File: src/rtl/rom_sequencer.sv
// Instruction-ROM address sequencer: increment/jump, call/return stack, one hardware loop level.
// Optional macro ROM_SEQ_BOUNDS_CHECK_EN turns address carry/borrow into a sticky range error.
module rom_sequencer #(
  parameter int ROM_DEPTH   = 256,
  parameter int JMP_WIDTH   = 8,
  parameter int STACK_DEPTH = 4,
  parameter int LOOP_WIDTH  = 8
) (
  input  logic                  clk_i,
  input  logic                  rst_i,
  input  logic                  load_start_i,
  input  logic [31:0]           start_addr_i,
  input  logic                  cmd_valid_i,
  output logic                  cmd_ready_o,
  input  logic [2:0]            cmd_op_i,
  input  logic [JMP_WIDTH-1:0]  cmd_arg_i,
  output logic [31:0]           rom_addr_o,
  output logic                  rom_addr_valid_o,
  output logic                  halted_o,
  output logic                  stack_err_o,
  output logic                  range_err_o,
  output logic [LOOP_WIDTH-1:0] loop_cnt_o
);
  // state   | meaning
  // IDLE    | after reset, waiting for load_start_i
  // RUN     | address valid, commands accepted
  // HALT    | HALT command executed, address held
  // ERR     | stack or range error, address held
  localparam int ADDR_WIDTH = $clog2(ROM_DEPTH);
  localparam int SP_W       = $clog2(STACK_DEPTH + 1);
  localparam int IDX_W      = (STACK_DEPTH > 1) ? $clog2(STACK_DEPTH) : 1;

  localparam logic [1:0] ST_IDLE = 2'd0, ST_RUN = 2'd1, ST_HALT = 2'd2, ST_ERR = 2'd3;
  localparam logic [2:0] OP_NEXT = 3'd0, OP_JMP_UP = 3'd1, OP_JMP_DN = 3'd2, OP_CALL = 3'd3,
                         OP_RET = 3'd4, OP_LOOP_SET = 3'd5, OP_LOOP_END = 3'd6, OP_HALT = 3'd7;

`ifdef ROM_SEQ_BOUNDS_CHECK_EN
  localparam bit BOUNDS_EN = 1'b1;
`else
  localparam bit BOUNDS_EN = 1'b0;
`endif

  logic [1:0]            state_q, state_d;
  logic [ADDR_WIDTH-1:0] addr_q, addr_d, loop_start_q, loop_start_d, arg_a;
  logic [SP_W-1:0]       sp_q, sp_d, sp_dec;
  logic [LOOP_WIDTH-1:0] loop_cnt_q, loop_cnt_d;
  logic                  stack_err_q, stack_err_d, range_err_q, range_err_d;
  logic [ADDR_WIDTH-1:0] stack_mem [STACK_DEPTH];
  logic [ADDR_WIDTH:0]   inc_w, add_w, sub_w;
  logic                  cmd_accept, push_en, stack_full, stack_empty, range_hit;
  logic                  unused_start_bits;

  generate
    if (JMP_WIDTH >= ADDR_WIDTH) begin : g_arg_trunc
      assign arg_a = cmd_arg_i[ADDR_WIDTH-1:0];
    end else begin : g_arg_zext
      assign arg_a = {{(ADDR_WIDTH-JMP_WIDTH){1'b0}}, cmd_arg_i};
    end
  endgenerate

  assign unused_start_bits = ^start_addr_i[31:ADDR_WIDTH];

  // Extra MSB holds the carry/borrow used by the bounds check.
  assign inc_w  = {1'b0, addr_q} + (ADDR_WIDTH+1)'(1);
  assign add_w  = {1'b0, addr_q} + {1'b0, arg_a};
  assign sub_w  = {1'b0, addr_q} - {1'b0, arg_a};

  assign stack_full  = (sp_q == SP_W'(STACK_DEPTH));
  assign stack_empty = (sp_q == '0);
  assign sp_dec      = sp_q - SP_W'(1);

  assign cmd_ready_o = (state_q == ST_RUN) && !load_start_i;
  assign cmd_accept  = cmd_ready_o && cmd_valid_i;

  always_comb begin
    range_hit = 1'b0;
    case (cmd_op_i)
      OP_NEXT, OP_LOOP_SET: range_hit = inc_w[ADDR_WIDTH];
      OP_JMP_UP:            range_hit = add_w[ADDR_WIDTH];
      OP_JMP_DN:            range_hit = sub_w[ADDR_WIDTH];
      OP_LOOP_END:          range_hit = (loop_cnt_q == '0) && inc_w[ADDR_WIDTH];
      default:              range_hit = 1'b0;
    endcase
  end

  always_comb begin
    state_d      = state_q;
    addr_d       = addr_q;
    sp_d         = sp_q;
    loop_cnt_d   = loop_cnt_q;
    loop_start_d = loop_start_q;
    stack_err_d  = stack_err_q;
    range_err_d  = range_err_q;
    push_en      = 1'b0;
    if (load_start_i) begin
      state_d     = ST_RUN;
      addr_d      = start_addr_i[ADDR_WIDTH-1:0];
      sp_d        = '0;
      loop_cnt_d  = '0;
      stack_err_d = 1'b0;
      range_err_d = 1'b0;
    end else if (cmd_accept) begin
      if (BOUNDS_EN && range_hit) begin
        state_d     = ST_ERR;
        range_err_d = 1'b1;
      end else begin
        case (cmd_op_i)
          OP_NEXT:   addr_d = inc_w[ADDR_WIDTH-1:0];
          OP_JMP_UP: addr_d = add_w[ADDR_WIDTH-1:0];
          OP_JMP_DN: addr_d = sub_w[ADDR_WIDTH-1:0];
          OP_CALL: begin
            if (stack_full) begin
              stack_err_d = 1'b1;
              state_d     = ST_ERR;
            end else begin
              push_en = 1'b1;
              sp_d    = sp_q + SP_W'(1);
              addr_d  = arg_a;
            end
          end
          OP_RET: begin
            if (stack_empty) begin
              stack_err_d = 1'b1;
              state_d     = ST_ERR;
            end else begin
              sp_d   = sp_dec;
              addr_d = stack_mem[sp_dec[IDX_W-1:0]];
            end
          end
          OP_LOOP_SET: begin
            loop_cnt_d   = cmd_arg_i[LOOP_WIDTH-1:0];
            loop_start_d = inc_w[ADDR_WIDTH-1:0];
            addr_d       = inc_w[ADDR_WIDTH-1:0];
          end
          OP_LOOP_END: begin
            if (loop_cnt_q != '0) begin
              loop_cnt_d = loop_cnt_q - LOOP_WIDTH'(1);
              addr_d     = loop_start_q;
            end else begin
              addr_d = inc_w[ADDR_WIDTH-1:0];
            end
          end
          OP_HALT:  state_d = ST_HALT;
          default:  state_d = state_q;
        endcase
      end
    end
  end

  always_ff @(posedge clk_i or posedge rst_i) begin
    if (rst_i) begin
      state_q      <= ST_IDLE;
      addr_q       <= '0;
      sp_q         <= '0;
      loop_cnt_q   <= '0;
      loop_start_q <= '0;
      stack_err_q  <= 1'b0;
      range_err_q  <= 1'b0;
    end else begin
      state_q      <= state_d;
      addr_q       <= addr_d;
      sp_q         <= sp_d;
      loop_cnt_q   <= loop_cnt_d;
      loop_start_q <= loop_start_d;
      stack_err_q  <= stack_err_d;
      range_err_q  <= range_err_d;
    end
  end

  // Stack contents need no reset; the stack pointer alone defines validity.
  always_ff @(posedge clk_i) begin
    if (push_en) stack_mem[sp_q[IDX_W-1:0]] <= inc_w[ADDR_WIDTH-1:0];
  end

  assign rom_addr_o       = {{(32-ADDR_WIDTH){1'b0}}, addr_q};
  assign rom_addr_valid_o = (state_q == ST_RUN);
  assign halted_o         = (state_q == ST_HALT);
  assign stack_err_o      = stack_err_q;
  assign range_err_o      = range_err_q;
  assign loop_cnt_o       = loop_cnt_q;
endmodule

File: config.mk
export PLATFORM = sky130hd
export DESIGN_NAME = rom_sequencer
export DESIGN_NICKNAME = d
export VERILOG_FILES = /design/src/rtl/rom_sequencer.sv
export SDC_FILE = /design/constraint.sdc
export NUM_CORES = 1
export LEC_CHECK = 0
export ABC_AREA = 1
export ABC_CLOCK_PERIOD_IN_PS = 6230
export CAP_MARGIN = 20
export CORE_MARGIN = 2
export CORE_UTILIZATION = 35
export DETAILED_ROUTE_END_ITERATION = 12
export PLACE_DENSITY = 0.7
export REMOVE_ABC_BUFFERS = 1
export SLEW_MARGIN = 10
export SYNTH_ARGS = -nofsm -noshare
export SYNTH_HDL_FRONTEND = slang
export SYNTH_SLANG_ARGS = --single-unit
File: constraint.sdc
create_clock -name clk_i -period 6.23 [get_ports clk_i]
set_input_delay 0.9345 -clock clk_i [delete_from_list [all_inputs] [get_ports clk_i]]
set_output_delay 0.9345 -clock clk_i [all_outputs]
set_load 0.01 [all_outputs]
==> results.toml <==
# yosys + openroad results
[finish]
fin_area_um2 = 4920
largest_reg_flops = 32
buffer_area_share_pct = 8.698
nets = 641
num-clock-buffers = 11
nFillCells = 1128

[grt]
use_met3_pct = 3.107
grtUsageTotal_pct = 15.86
grt_max_degree = 31

[setup_path]
path_max_fanout = 4
critPathTopFamily = "buffers and inverters"
path_class = "input port to register"
endpoint = "addr_q[7]"
critical_path_required_ns = 6.45

[cts]
htreeDepth = 3
clk_pin_slew_ns = 0.06
clock-sinks = 62
clock.latency.late_pin_ns = 0.33

[synthesis]
async_reset_ff_share_pct = 48.39
ys_sh_xor_pct = 2.933
ys_top_cells_by_count = "nand2_1 (148), inv_1 (58), nand3_1 (47)"

[final_timing]
max_freq_mhz = 290.3
setup_tns_ns = 0
tightest_slew_ns = 0.8293
holdWs_ns = 0.4789

[power_and_ir_drop]
comb-power_uw = 536

[run_status]
status = "finished, final reports clean"

[routing]
drt-pass1-iter-count = 7

[floorplanning]
coreArea_um2 = 11520

[placed_design]
place_inst = 710
## cell usage in the layout (no fill, tap or decap), types with 3 or more instances in the layout
cell type | Yosys | routed
a21oi_1 | 16 | 16
clkbuf_16 | 0 | 9
clkdlybuf4s50_1 | 0 | 42
conb_1 | 1 | 25
dfrtp_1 | 30 | 30
edfxtp_1 | 32 | 32
ha_1 | 15 | 15
inv_1 | 58 | 58
inv_2 | 10 | 10
nand2_1 | 148 | 148
nand2_2 | 3 | 3
nand3_1 | 47 | 47
nand3_2 | 5 | 5
nand4_1 | 12 | 12
nor2_1 | 43 | 43
nor2_2 | 5 | 5
nor3_1 | 5 | 5
o211ai_1 | 4 | 4
o21ai_0 | 18 | 18
o21ai_1 | 7 | 7
o22ai_1 | 5 | 5
or2_2 | 3 | 3
xnor2_1 | 5 | 5
xor2_1 | 9 | 9
registers.png
Bar = 20 µm. Other sequential cells in the stronger grey, the rest of the logic in the fainter grey.
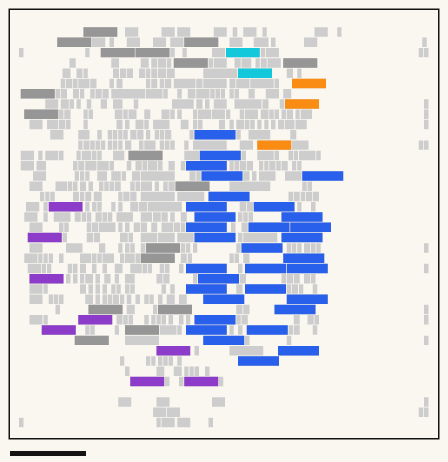
Key: state_q = cyan [sequential cells 2]; addr_q = purple [sequential cells 8]; sp_q = orange [sequential cells 3]; stack_mem = blue [sequential cells 32]
Another 17 sequential cells are not coloured.
Power Sequential: 554 µW
post-route core utilization: 42.72%
sequential cell area: 1712 µm²
fraction of area in registers: 34.79%

final_placement.png
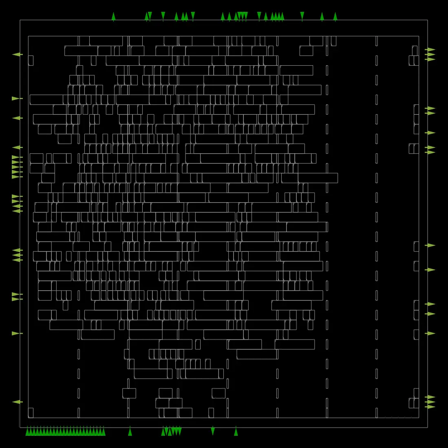
n_taps: 143
seq_cells: 62

pdn.png
Bar = 20 µm. Pins as bars on the die edge. Tap cells in grey.
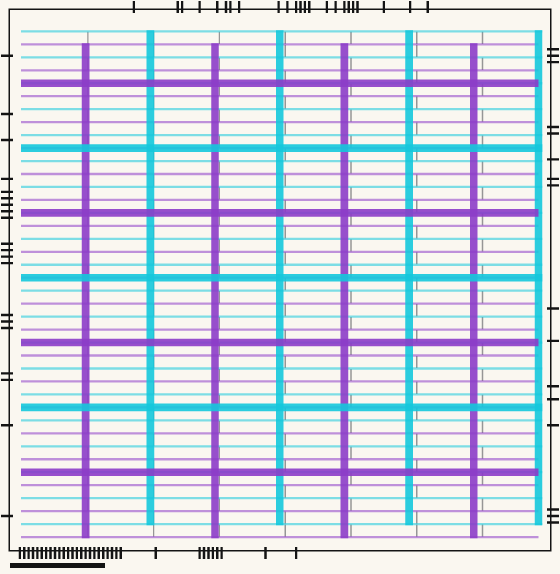
Key: VSS = purple; VDD = cyan
8 straps on met4. The core has 39 rows. 40 met1 rails follow the rows.
die height: 113.3 µm
Die Span X: 113.3 µm
peak supply drop: 0.1829 mV

Power and IR drop assume default switching activity.
